File: src/rtl/bcd_counter_2digit.sv
// Two-digit BCD up/down counter (00-99) stepped by a programmable prescaler.
// Provides clear, saturating parallel load, direction control and a wrap pulse.
module bcd_counter_2digit #(
  parameter int unsigned TICK_DIV = 50_000_000
) (
  input  logic       clk,
  input  logic       rst_n,
  input  logic       en,
  input  logic       up,
  input  logic       clr,
  input  logic       load,
  input  logic [7:0] load_val,
  output logic [3:0] ones,
  output logic [3:0] tens,
  output logic       tc
);

  localparam int unsigned      PW      = (TICK_DIV > 1) ? $clog2(TICK_DIV) : 1;
  localparam logic [PW-1:0]    LP_LAST = PW'(TICK_DIV - 1);

  logic [PW-1:0] r_presc;
  logic [3:0]    r_ones;
  logic [3:0]    r_tens;
  logic          r_tc;

  logic          w_tick;
  logic          w_wrap;
  logic [PW-1:0] w_presc_nxt;
  logic [3:0]    w_ones_nxt;
  logic [3:0]    w_tens_nxt;
  logic [3:0]    w_ld_ones;
  logic [3:0]    w_ld_tens;

  always_comb begin
    w_tick      = en & (r_presc == LP_LAST);
    w_presc_nxt = (r_presc == LP_LAST) ? '0 : r_presc + PW'(1);
    w_ones_nxt  = r_ones;
    w_tens_nxt  = r_tens;
    w_wrap      = 1'b0;
    w_ld_ones   = (load_val[3:0] > 4'd9) ? 4'd9 : load_val[3:0];
    w_ld_tens   = (load_val[7:4] > 4'd9) ? 4'd9 : load_val[7:4];
    if (up) begin
      if (r_ones == 4'd9) begin
        w_ones_nxt = '0;
        if (r_tens == 4'd9) begin
          w_tens_nxt = '0;
          w_wrap     = 1'b1;
        end else begin
          w_tens_nxt = r_tens + 4'd1;
        end
      end else begin
        w_ones_nxt = r_ones + 4'd1;
      end
    end else begin
      if (r_ones == 4'd0) begin
        w_ones_nxt = 4'd9;
        if (r_tens == 4'd0) begin
          w_tens_nxt = 4'd9;
          w_wrap     = 1'b1;
        end else begin
          w_tens_nxt = r_tens - 4'd1;
        end
      end else begin
        w_ones_nxt = r_ones - 4'd1;
      end
    end
  end

  // Prescaler holds (not clears) while en is low, so a pending tick survives a pause.
  always_ff @(posedge clk or negedge rst_n) begin
    if (!rst_n) begin
      r_presc <= '0;
      r_ones  <= '0;
      r_tens  <= '0;
      r_tc    <= 1'b0;
    end else if (clr) begin
      r_presc <= '0;
      r_ones  <= '0;
      r_tens  <= '0;
      r_tc    <= 1'b0;
    end else if (load) begin
      r_presc <= '0;
      r_ones  <= w_ld_ones;
      r_tens  <= w_ld_tens;
      r_tc    <= 1'b0;
    end else begin
      r_tc <= 1'b0;
      if (en) begin
        r_presc <= w_presc_nxt;
      end
      if (w_tick) begin
        r_ones <= w_ones_nxt;
        r_tens <= w_tens_nxt;
        r_tc   <= w_wrap;
      end
    end
  end

  assign ones = r_ones;
  assign tens = r_tens;
  assign tc   = r_tc;

endmodule

File: config.mk
export PLATFORM = sky130hd
export DESIGN_NAME = bcd_counter_2digit
export DESIGN_NICKNAME = d
export VERILOG_FILES = /design/src/rtl/bcd_counter_2digit.sv
export SDC_FILE = /design/constraint.sdc
export NUM_CORES = 1
export LEC_CHECK = 0
export CORE_ASPECT_RATIO = 2
export CORE_MARGIN = 2
export CORE_UTILIZATION = 45
export CTS_BUF_LIST = sky130_fd_sc_hd__clkbuf_16
export CTS_CLUSTER_SIZE = 30
export DETAILED_ROUTE_END_ITERATION = 10
export PLACE_DENSITY_LB_ADDON = 0.3
export SLEW_MARGIN = 20
export SYNTH_ARGS = -nofsm -noshare
export SYNTH_HDL_FRONTEND = slang
export SYNTH_SLANG_ARGS = --single-unit
File: constraint.sdc
create_clock -name clk -period 2.2 [get_ports clk]
set_input_delay 0.55 -clock clk [delete_from_list [all_inputs] [get_ports clk]]
set_output_delay 0.55 -clock clk [all_outputs]
set_load 0.02 [all_outputs]
Figure 1. Gate families picked out.
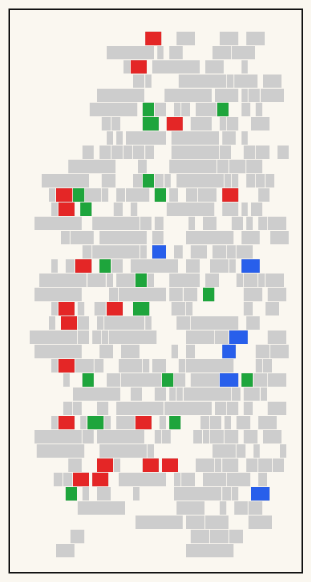
colour	family	cells	most used
blue	non-inverting ao/oa cells	6	o21a_1
red	xor and xnor cells	18	xor2_1
green	and/or cells	17	and3_1
most numerous logic cell after layout: dfrtp_1
logic share of the area: 48.79%

Figure 2. Routing congestion map.
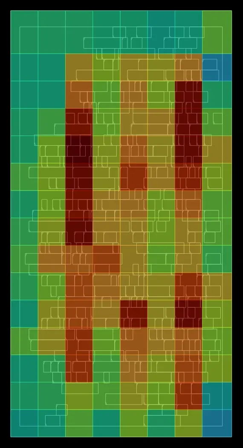
gr busiest metal: met2
Total GRT Usage: 22.40%
WL/cell: 16.48 um
final core occ: 57.58%
met1 Usage GRT: 21.91%

Figure 3. Cell density map.
6 x 11 tiles, from white (low) to dark blue (high), 0 to 100% covered.
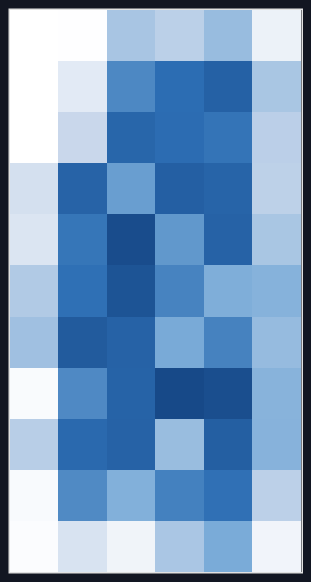
nearly empty tiles	7.6%
fullest tile	90%
tiles over 75% full	27%
emptiest ninth of the die	upper left
mean over tiles	48%
Core Region: 5139 um2
fp_density: 46.85%

==> run notes <==
impl run done, here's what came out: most common cell in the synthesized netlist=dfrtp_1, Reg2Reg Capture Point=ones[3], sequential cell fraction of total power=40.4%, Setup WS post-layout=129.8 ps, outcome=finished clean, # Taps=58, R2R Setup Slk=220 ps, Clock power frac=38.9%, vias per cell=5.896, Top Ports=23, port buffer count=22, Critical Path Sink=ones[3], Top class by area=combinational gates, Yosys warning count=0, FF-to-FF Start=ones[0], Non-clk invs=11, register share after synthesis=36.38%, async set-reset flop share out of synthesis=100.0%, most frequent cells in the layout=dfrtp_1 (35), nor2_1 (28), nand2_1 (23), clkdlybuf4s50_1 (22), buf_4 (22), Max Cap Viol=0, CP Class=register to output pin, fin crit share=94.10%, buffering overhead=13.02%, Setup Fix Bufs, Post-CTS=0, filler instances=469, fin area=2959 um2, DRT Pass-1 Iters=4, vias in the first global route=2257, clk ins delay skew pair=280 ps, Layout area overhead=22.92%, family with the most delay on the worst path=buffers and inverters, layout cells sized above 1=15.91%, Top cells by area=dfrtp_1 (36%), xor2_1 (4.7%), ha_1 (4.7%), Pwr per Cell Area=582.3 nW/um2, WL final=6.030 mm, Final Hold Viols=0, Max VDD drop=0.6064 mV, Setup TNS=0 ps, Nets at Floorplan=291, min-delay worst type=register to register, #FFs+latches synth=35, flop share of the area=29.60%, global-route wire length before repair=10.50 mm, GP Congestion=1.009, crit path max fanout=12, grt ovf=0, worst hold stages=2, Clock Pin Slew Worst Setup and Hold Paths=60 ps, Critical Path Sink Type=output pin, switching fraction of total power=27.80%, cts-stage hold buffer count=0, Gate power share=20.8%, YS chip area=2407 um2, CTS max path bufs=2, largest net degree at the start of global routing=36, Post-synth EDFFs=0, crit path buf inv count=1, max-slew violations=0, crit path launch type=register, R2R depth=7, cells in synth_stat.txt=268, root buffer cell=clkbuf_16, nonclk buf count=44, area leader, netlist=dfrtp_1
[power groups by stage]
stage	clock, W	combinational, W	sequential [W]
3_5_place_dp	0	0.000354	0.000705
5_1_grt	0.000712	0.000395	0.000698
3_3_place_gp	0	0.000354	0.000704
2_1_floorplan	0	0.000185	0.000717
4_1_cts	0.000684	0.000356	0.000693
6_report	0.000670	0.000358	0.000695
[logic make-up (layout without fill, tap and decap cells)]
logic type,count (synthesis),count (layout),share of synthesized area [%]
DFF,35,35,36.38
AOI/OAI and AO/OA,49,49,14.03
xor gates and xnor gates,18,18,6.549
buffers and inverters,23,63,3.846
muxes,9,9,4.470
and+or+nand+nor,125,125,30.04
adders and majority gates,9,9,4.678
[per-layer routing]
layer	vias to the layer above	routed length [um]
met5	-	0
met2	47	3505
met1	1051	2206
met4	0	164
met3	17	153
li1	1043	-
Power is estimated from default activity; no workload was simulated.
